### Routing congestion map, run 1

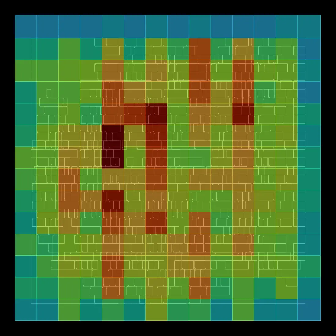
### Wire density map, run 1

Drawn at 4 px/um. 19 x 19 tiles, from white (low) to dark blue (high), scaled to the fullest tile. Values are wire area over tile area, all layers added.
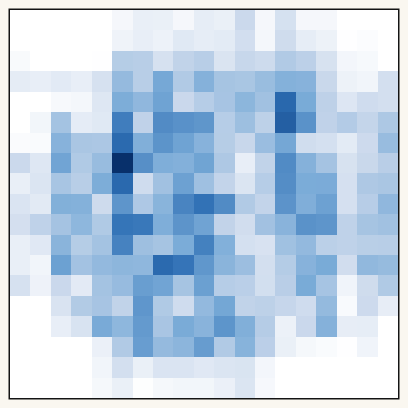
### Nets reached from selected ports, run 1

Drawn at 4 px/um.
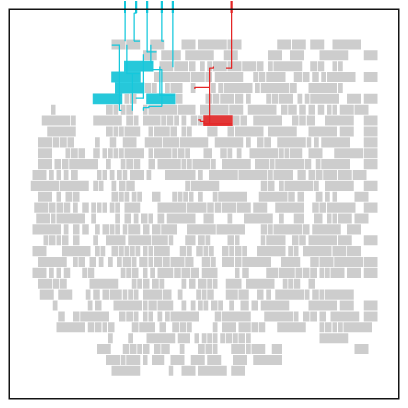
`config.mk`:
```
export PLATFORM = sky130hd
export DESIGN_NAME = bus_xfer_ctrl
export DESIGN_NICKNAME = d
export VERILOG_FILES = /design/src/rtl/bus_pkg.sv /design/src/rtl/src_encoder.sv /design/src/rtl/bus_xfer_ctrl.sv
export SDC_FILE = /design/constraint.sdc
export NUM_CORES = 1
export LEC_CHECK = 0
export ABC_AREA = 1
export CAP_MARGIN = 30
export CORE_MARGIN = 5
export CORE_UTILIZATION = 50
export CTS_CLUSTER_DIAMETER = 120
export DETAILED_ROUTE_END_ITERATION = 10
export HOLD_SLACK_MARGIN = 0.15
export PLACE_DENSITY = 0.79
export SYNTH_ARGS = -nofsm -noshare
export SYNTH_HDL_FRONTEND = slang
export SYNTH_SLANG_ARGS = --single-unit
```
`constraint.sdc`:
```
create_clock -name clock -period 5.3 [get_ports clock]
set_clock_uncertainty 0.15 [all_clocks]
set_input_delay 1.06 -clock clock [delete_from_list [all_inputs] [get_ports clock]]
set_output_delay 1.06 -clock clock [all_outputs]
set_load 0.02 [all_outputs]
```
`src/rtl/bus_pkg.sv`:
```
// Shared bus transfer definitions: sizes, select codes, FSM states and error codes.
package bus_pkg;

    localparam int unsigned NUM_SRC = 24;
    localparam int unsigned SEL_W   = 5;

    localparam logic [4:0] SEL_NONE = 5'd31;

    localparam logic [4:0] SEL_R0   = 5'd0;
    localparam logic [4:0] SEL_R1   = 5'd1;
    localparam logic [4:0] SEL_R2   = 5'd2;
    localparam logic [4:0] SEL_R3   = 5'd3;
    localparam logic [4:0] SEL_R4   = 5'd4;
    localparam logic [4:0] SEL_R5   = 5'd5;
    localparam logic [4:0] SEL_R6   = 5'd6;
    localparam logic [4:0] SEL_R7   = 5'd7;
    localparam logic [4:0] SEL_R8   = 5'd8;
    localparam logic [4:0] SEL_R9   = 5'd9;
    localparam logic [4:0] SEL_R10  = 5'd10;
    localparam logic [4:0] SEL_R11  = 5'd11;
    localparam logic [4:0] SEL_R12  = 5'd12;
    localparam logic [4:0] SEL_R13  = 5'd13;
    localparam logic [4:0] SEL_R14  = 5'd14;
    localparam logic [4:0] SEL_R15  = 5'd15;
    localparam logic [4:0] SEL_HI   = 5'd16;
    localparam logic [4:0] SEL_LO   = 5'd17;
    localparam logic [4:0] SEL_ZHI  = 5'd18;
    localparam logic [4:0] SEL_ZLO  = 5'd19;
    localparam logic [4:0] SEL_PC   = 5'd20;
    localparam logic [4:0] SEL_MDR  = 5'd21;
    localparam logic [4:0] SEL_PORT = 5'd22;
    localparam logic [4:0] SEL_C    = 5'd23;

    typedef enum logic [1:0] {StIdle, StDrive, StLoad, StDone} xfer_state_e;

    typedef enum logic [1:0] {
        ErrNone     = 2'd0,
        ErrNoSrc    = 2'd1,
        ErrMultiSrc = 2'd2,
        ErrNoDst    = 2'd3
    } err_code_e;

    typedef enum logic [1:0] {SrcZero, SrcOne, SrcMany} src_class_e;

endpackage

```
`src/rtl/src_encoder.sv`:
```
// One-hot to binary encoder that also classifies the mask as zero, one or many bits set.
module src_encoder
    import bus_pkg::*;
#(
    parameter int unsigned NUM_SRC = bus_pkg::NUM_SRC,
    parameter int unsigned SEL_W   = bus_pkg::SEL_W
) (
    input  logic [NUM_SRC-1:0] mask,
    output logic [SEL_W-1:0]   idx,
    output logic [1:0]         cls
);

    logic seen;
    logic many;

    always_comb begin
        seen = 1'b0;
        many = 1'b0;
        idx  = '0;
        for (int i = 0; i < NUM_SRC; i++) begin
            if (mask[i]) begin
                many = many | seen;
                seen = 1'b1;
                idx  = SEL_W'(i);
            end
        end
        cls = many ? SrcMany : (seen ? SrcOne : SrcZero);
    end

endmodule

```
`src/rtl/bus_xfer_ctrl.sv`:
```
// Register-to-register bus transfer sequencer (IDLE -> DRIVE -> LOAD -> DONE).
// Define XFER_STATS_EN to add saturating stat_done/stat_err counters.
module bus_xfer_ctrl
    import bus_pkg::*;
#(
    parameter int unsigned NUM_SRC = bus_pkg::NUM_SRC,
    parameter int unsigned SEL_W   = bus_pkg::SEL_W
) (
    input  logic               clock,
    input  logic               clear,
    input  logic               req_valid,
    output logic               req_ready,
    input  logic [NUM_SRC-1:0] req_src,
    input  logic [NUM_SRC-1:0] req_dst,
    output logic [SEL_W-1:0]   bus_sel,
    output logic [NUM_SRC-1:0] load_en,
    output logic               xfer_done,
    output logic               xfer_err,
    output logic [1:0]         err_code
`ifdef XFER_STATS_EN
    ,
    output logic [15:0]        stat_done,
    output logic [15:0]        stat_err
`endif
);

    localparam logic [SEL_W-1:0] SelIdle = SEL_W'(SEL_NONE);

    xfer_state_e        state;
    logic [NUM_SRC-1:0] src_q;
    logic [NUM_SRC-1:0] dst_q;
    logic [NUM_SRC-1:0] enc_in;
    logic [SEL_W-1:0]   enc_idx;
    logic [1:0]         enc_cls;
    logic               accept;

    // Classify the live request while idle; re-encode the captured source once busy.
    assign enc_in = (state == StIdle) ? req_src : src_q;
    assign accept = req_valid && req_ready;

    src_encoder #(
        .NUM_SRC(NUM_SRC),
        .SEL_W  (SEL_W)
    ) u_src_encoder (
        .mask(enc_in),
        .idx (enc_idx),
        .cls (enc_cls)
    );

    always_ff @(posedge clock) begin
        if (clear) begin
            state     <= StIdle;
            req_ready <= 1'b1;
            bus_sel   <= SelIdle;
            load_en   <= '0;
            xfer_done <= 1'b0;
            xfer_err  <= 1'b0;
            err_code  <= ErrNone;
            src_q     <= '0;
            dst_q     <= '0;
        end else begin
            xfer_done <= 1'b0;
            xfer_err  <= 1'b0;
            load_en   <= '0;
            unique case (state)
                StIdle: begin
                    if (accept) begin
                        src_q <= req_src;
                        dst_q <= req_dst;
                        if (enc_cls == SrcOne && |req_dst) begin
                            state     <= StDrive;
                            req_ready <= 1'b0;
                            bus_sel   <= enc_idx;
                            err_code  <= ErrNone;
                        end else begin
                            xfer_err <= 1'b1;
                            err_code <= (enc_cls == SrcZero) ? ErrNoSrc :
                                        (enc_cls == SrcMany) ? ErrMultiSrc : ErrNoDst;
                        end
                    end
                end
                StDrive: begin
                    state   <= StLoad;
                    bus_sel <= enc_idx;
                    load_en <= dst_q;
                end
                StLoad: begin
                    state     <= StDone;
                    bus_sel   <= SelIdle;
                    xfer_done <= 1'b1;
                end
                StDone: begin
                    state     <= StIdle;
                    req_ready <= 1'b1;
                end
                default: begin
                    state     <= StIdle;
                    req_ready <= 1'b1;
                    bus_sel   <= SelIdle;
                end
            endcase
        end
    end

`ifdef XFER_STATS_EN
    always_ff @(posedge clock) begin
        if (clear) begin
            stat_done <= '0;
            stat_err  <= '0;
        end else begin
            if (xfer_done && stat_done != 16'hFFFF) begin
                stat_done <= stat_done + 16'd1;
            end
            if (xfer_err && stat_err != 16'hFFFF) begin
                stat_err <= stat_err + 16'd1;
            end
        end
    end
`endif

endmodule

```
==> run notes, run 1 <==
Implementation run completed; key figures follow.

Detailed routing:
- The run puts the detailed-routed wire length on met2 at roughly 4100 um.
- The run gives the number of DRC violations after detailed-routing iteration 0 as between 200 and 250.
- The run puts the per-cell via count in the routed design at 4.95.

Placed design:
- The run gives the worst-case setup slack after placement as ~1.6 ns.
- The run gives the post-detailed-placement cell area as about 0.0047 mm2.

Pwr:
- In the power breakdown, the internal column shows 0.00137 W.
- The largest share of the power goes to combinational logic.
- The run gives the power drawn by the combinational cells as 0.00126 W.
- The run puts the maximum vdd ir drop at between 0.0002 and 0.00025 V.
- Combinational logic burns about 50% of the power.

STA:
- Setup repair after global routing left no endpoint under its margin.
- After layout, the minimum clock period comes to 3.35 ns.
- The run gives the final-report hold violation count as 0.
- The run gives the final critical-path share of the clock period as a little over three fifths.

Setup path:
- The run gives the kind of cell with the highest combined delay on the critical path as simple AND/OR/NAND/NOR gates.
- The run puts the largest stage delay on the critical path at ~0.39 ns.
- The run puts the required time at the worst-slack endpoint at around 5.4 ns.
- The run puts the combined buffer and inverter count along the critical path at 4.
- The run puts the number of cells on the worst reg-to-reg path at 21.
- The capture point of the worst register-to-register path is recorded as req_ready.
- The worst setup path is launched from a register.
- The report lists the cells along the critical path as inv_1, ha_1, buf_4, nand2_1, o21ai_1, nand2_1, inv_1, nand2_2, nor2_4, inv_2, nor2_2, nand2_1, o21ai_1, nand2_1, nand3b_4, nor2_4, nand2_1, nor2_1, nand2_1, nand2_1, nand3_1.
- The run puts the worst-case register-to-register setup slack at around 2 ns.
- Among all stages on the critical path, the largest delay is contributed by buf_4.
- Among the stages of the critical path, the cell type that occurs most often is nand2_1.
- The run puts the worst endpoint data arrival time at around 3.5 ns.
- According to the timing report, the critical path is captured at req_ready.

Cells and area:
- Summing all multi-input logic gate instances after layout gives between 0.0015 and 0.002 mm2.
- The run puts the number of antenna diodes at 0.
- Per the final layout report, the fraction of cells sized above drive strength 1 comes to between 10 and 15%.
- For the completed layout, the total cell area is recorded as about 0.0049 mm2.
- The run puts the total of fill cells in the finished design at 615.

Yosys:
- The main area contributors are dfxtp_1 44%, nand2_1 8.5%, o21ai_0 7.9%, inv_1 7.0%, a21oi_1 4.9%.
- The run puts the yosys stat chip area at around 0.0038 mm2.
- The run gives the post-synthesis instance area as 0.00378 mm2.
- The run gives the distinct cell type count of the synthesized netlist as 34.
- Warnings reported by Yosys during synthesis add up to 0.
- When the netlist entered floorplanning its net count stood at between 500 and 600.
- The run gives the sequential share of the synthesized area as between 40% and 50%.
- For this run, asynchronously set or reset flops after synthesis account for 0%.

GRT:
- The run puts the number of antenna violations at the first check in global routing at 0.
- The run puts the sum of overflow across all layers after global routing at 0.

Min path:
- In this run the most critical hold path is launched from dst_q[18].

CTS:
- For this design, the sink count on the clock tree is between 80 and 90.
- The run puts the clock slew at the register clock pins of the worst setup and hold paths at approximately 0.10 ns.
- The run gives the CTS tree as yes.

Run status:
- The run finished with clean final reports.

Floorplanning:
- According to the floorplan report, the die height is a little under 100 um.
- The run puts the area of the core at ~0.0073 mm2.
- The run gives the starting utilization of the core area as between 50% and 60%.
About 'Routing congestion map':
GR Layer Usage met1: 23.8%
DR WL/cell: 12.7 um
met2 Track Usage GR: 31.6%
global routing usage summed across all routing layers: 19.0%

About 'Wire density map':
- emptiest ninth of the die: north-west
- fullest tile: 0.56
- nearly empty tiles: 16%
- densest ninth of the die: center
vias post-DR: 3406
wire length reported by the detailed router: 8750 um

About 'Nets reached from selected ports':
- cyan: bus_sel (bits 5; direction output; end cells 5; buffers 5; wire 136 um)
- red: req_ready (bits 1; direction output; end cells 1; buffers 1; wire 44.2 um)
port bufs: 84
top-level I/O count: 85

## run 1: registers in the layout (all words and copies together) (netlist names)
signal and count:
req_ready 1, xfer_err 1, err_code 2, state 2, load_en 24, xfer_done 1, bus_sel 5, src_q 24
dst_q 24
## run 1: worst reg2reg max path, delay by kind of cell, from the launching register on
| kind | cells | cell delay, ns |
|---|---|---|
| compound gates | 2 | 0.27 |
| buf+inv | 4 | 0.68 |
| simple gates | 14 | 1.56 |
| flops | 1 | 0.37 |
| fa+ha+maj | 1 | 0.23 |
## run 1: area by class of cell
type	count	area share [%]
flip-flops and latches	84	34.6
multi-input cells	322	34.5
repair buffers	87	18.0
inverters	80	6.23
clock buffers	9	2.55
well taps	99	2.55
clock inverters	7	1.57
## run 1: layout by cell type, fill, tap and decap left out, types with 2 or more instances in the layout
cell type        synthesis  final
nor2_4                   7      7
inv_8                    0      3
ha_1                     5      5
nor2_2                   5      5
o21ai_0                 60     60
a21oi_1                 37     37
inv_1                   71     70
dfxtp_1                 84     84
nand4_1                  3      3
o21ai_1                 19     19
nor4_1                   6      6
nand2_1                 86     86
inv_2                    7      8
nor2_1                  39     39
clkbuf_8                 0      9
buf_4                    0      2
nand2_2                  6      6
clkinv_4                 0      2
o21ai_2                  7      7
nand3_1                 26     26
nand2_4                  3      3
clkdlybuf4s50_1          0     84
o31ai_1                  2      2
## run 1: kinds of logic (layout without fill, tap and decap cells)
group                      after synthesis  after routing  share of synthesized area, %
AOI/OAI and AO/OA                      131            131                          18.8
DFF                                     84             84                          44.4
buffers and inverters                  102            183                          11.3
and+or+nand+nor                        186            186                          23.8
adders and majority gates                5              5                          1.65
### Clock wires, drivers and flops, run 1

Drawn at 4 px/um.
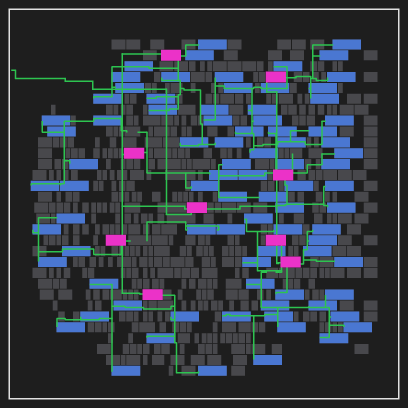

## Run 2: what changed since run 1
Settings changed: CORE_UTILIZATION 50 to 45, PLACE_DENSITY 0.79 to 0.75.
Clock period 5.3 ns to 3 ns, I/O delays scaled along.
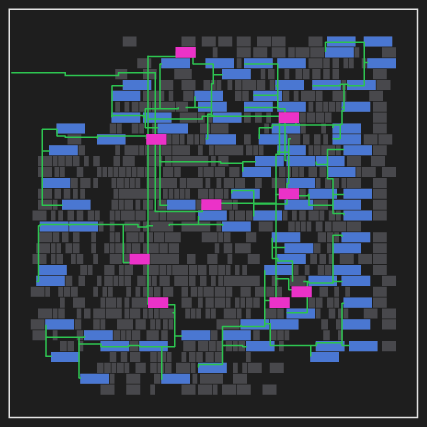
*Clock wires, drivers and flops, run 2*
Drawn at 4 px/um.
- magenta: clock drivers (count 9)
- green: clock wires (length 992 um)
- blue: flip-flops (count 84)
- flops lie: spread over the die
clock share of power: 15.4%
Late-Pin Clk Latency: 0.36 ns

==> run notes, run 2 <==
Implementation run completed; key figures follow.

Run status:
- The run finished with clean final reports.

Placed design:
- The run gives the total half-perimeter wirelength after legalization and detailed placement as around 6500 um.
- The post-placement cell area is around 0.0049 mm2.
- The run gives the number of buffers added on ports as about 84.

Detailed routing:
- The run puts the post-route met1 wirelength at about 3800 um.
- The routed layout has between 3k and 4k vias.
- The run gives the detailed route wirelength on metal3 as 620 um.
- The run puts the per-cell via count in the routed design at roughly 4.9.
- The run puts the detailed-routed wire length on met2 at roughly 4500 um.
- The run puts the final routed wirelength across all metal layers at between 8000 and 9000 um.
- The run puts the number of detailed-routing iterations run before antenna repair at 4.
- The run puts the number of DRC violations after detailed-routing iteration 0 at roughly 120.
- The routed design shows a wire length per standard cell of 12.3 um.

Setup path:
- The run gives the type of the worst setup path as register to register.
- The critical path's slowest stage uses the library cell dfxtp_2.
- The worst setup path is launched from a register.
- In this run the worst path has a maximum fanout of 8.
- Among the stages of the critical path, the cell type that occurs most often is nand2_1.
- The run gives the required time at the worst-slack endpoint as a little over 3 ns.
- The OpenROAD report gives the critical path a data arrival time of just over 3 ns.
- The run puts the number of cells on the worst reg-to-reg path at 21.
- The critical path goes through inv_2, ha_4, buf_12, nand2_1, o21ai_2, inv_2, nor2_2, nand2_2, nor2_4, buf_4, nand2_1, o21ai_1, nand2_1, o21ai_0, nand3b_4, nor2_4, nand4_4, nand2_4, nand2_4, a21oi_2, nand2_1.
- The run gives the largest stage delay on the critical path as 0.34 ns.

Cells and area:
- The run puts the area of all placed cells without fillers at ~0.0053 mm2.
- In the final layout, the registers with the most flip-flops are dst_q (24), load_en (24), src_q (24).
- Leaving out buffers and inverters, the combinational logic in the layout accounts for ~0.0018 mm2.
- At the end of the flow, the number of nets in the layout was about 680.
- The run puts the synthesis-to-layout area growth at 39.5%.
- Of the cells placed in the final design, the portion with a size suffix greater than 1 is between 10% and 20%.
- Per the cell usage report, the commonest logic cells after layout are 84 x clkdlybuf4s50_1, 82 x nand2_1, 82 x dfxtp_1.
- The run gives the commonest non-fill, non-tap cell in the layout as clkdlybuf4s50_1.
- The run gives the number of antenna diodes as 0.
- Per the layout report, the design carries 698 filler cells.

Pwr:
- Power spread over the standard cell area amounts to slightly below 1000 mW/mm2.
- The design draws 0.00518 W.
- The run puts the maximum vdd ir drop at 0.000409 V.
- The run gives the reported leakage power as around 2.3 nW.

STA:
- For this run, the final setup violation count is recorded as 0.
- Dividing the final minimum period by the clock period gives 97.2%.
- The run puts the final-report hold violation count at 0.
- The run puts the minimum clock period at a little under 3 ns.
- Setup repair after global routing could not meet its margin everywhere.
- The run puts the final tally of max-slew violations at 0.
- The run puts the headroom to the max-slew limit at a little under three quarters.
- Setup total negative slack on the finished layout was measured at 0 ns.

Yosys:
- The main area contributors are dfxtp_1 44%, nand2_1 8.5%, o21ai_0 7.9%, inv_1 7.0%, a21oi_1 4.9%.
- The run gives the most common cell in the synthesized netlist as nand2_1.
- The run gives the post-synthesis area per instance as 7.45 um2.
- After synthesis, flip-flops and latches occupy between 40% and 50% of the total area.
- Counting instances in the post-synthesis netlist gives the leading cell types as 86 x nand2_1, 84 x dfxtp_1, 71 x inv_1.
- After synthesis, the chip area reported by Yosys is roughly 0.0038 mm2.
- The post-synth count of flops with an enable pin is 0.
- The synthesis report gives the async set-or-reset register share as 0%.
- The run puts the yosys warning tally at 0.
- The run puts the distinct cell type count of the synthesized netlist at 34.
- The run gives the total nets after synthesis as between 500 and 600.
- The run gives the post-synthesis instance area as 0.00378 mm2.
- The synthesized netlist handed to floorplanning was reported with a cell count of ~510.

Job:
- The run puts the count of maximum capacitance violations at 0.
- The run gives the OpenROAD warning count as 31.

Floorplanning:
- The run puts the starting utilization of the core area at between 40% and 50%.
- The run gives the number of rows created at floorplan as 33.
- The run puts the chip footprint at just over 0.01 mm2.
- The run gives the overall die width as 102 um.
- The run puts the I/O pin count at roughly 85.
- The core region is ~0.0082 mm2.
- In this run the vertical extent of the chip is around 100 um.

GRT:
- In the global route stage, met2 resource usage came out at 30.2%.
- The run puts the via count of the first global-routing pass at ~3.3k.
- Per the GRT congestion report, total overflow comes to 0.
- The global router reports that the layer with the highest usage is met2.
- The run puts the number of antenna violations at the first check in global routing at 0.
- Global routing consumed, on the met1 layer, 20.3% of the routing resources.
- The run gives the total routing usage reported by global routing as 17.1%.

CTS:
- In the CTS report, the clock slew at the register clock pins of the worst setup and hold paths is listed as 0.10 ns.
- The run puts the level count of the clock H-tree at 3.
- TritonCTS built the clock tree.
- The number of hold buffers added after CTS was 0.
- The run gives the number of clock sinks seen by CTS as around 84.

Min path:
- The run gives the startpoint of the most critical hold path as dst_q[11].
[run 2: worst paths after layout]
check	to	slack [ns]
worst max-delay path	bus_sel[4]	0.08
worst min-delay path	load_en[11]	0.28
worst max register to register	bus_sel[4]	0.08
worst min register to register	load_en[11]	0.28
[run 2: power breakdown]
group | internal [W] | total [W] | leakage (nW) | switching, W
combinational | 0.00127 | 0.00295 | 1.49 | 0.00168
clock | 0.000331 | 0.000799 | 0.103 | 0.000468
sequential | 0.00134 | 0.00143 | 0.690 | 0.0000889
[run 2: cells by family (layout without fill, tap and decap cells)]
group | count (synthesis) | after routing | share of synthesized area (%)
AND/OR/NAND/NOR | 186 | 186 | 23.8
AND-OR/OR-AND | 131 | 131 | 18.8
buffers and inverters | 102 | 218 | 11.3
flip-flops | 84 | 84 | 44.4
adder cells (fa/ha/maj) | 5 | 5 | 1.65
[run 2: worst max-delay path: cells and delay by family, from the launching register on]
kind                     cells  cell delay (ns)
flip-flops                   1             0.34
AND/OR/NAND/NOR             12             1.18
AND-OR/OR-AND                4             0.49
adder cells (fa/ha/maj)      1             0.24
buffers and inverters        4             0.42
[run 2: timing repair]
item                                    CTS  global route
pin swaps                                 0            13
gates resized                             1            32
gates cloned                              0             2
setup buffers                             0             7
endpoints found under the setup margin    3            11
[run 2: layout make-up]
type	instances	share of cell area, %
timing repair buffer	122	22.7
multi-input combinational	322	33.3
tap	105	2.49
sequential	84	31.9
inverter	80	5.83
clock buffer	9	2.35
clock inverter	7	1.45
[run 2: stage by stage]
stage          cells  hold slack (ns)  setup WS (ns)
2_1_floorplan    508            0.266          0.231
3_3_place_gp     703            0.274        -0.0437
3_5_place_dp     704            0.276         -0.152
4_1_cts          720            0.284         0.0609
5_1_grt          729            0.309        -0.0692
6_report         729            0.284         0.0831
Power is estimated from default activity; no workload was simulated.
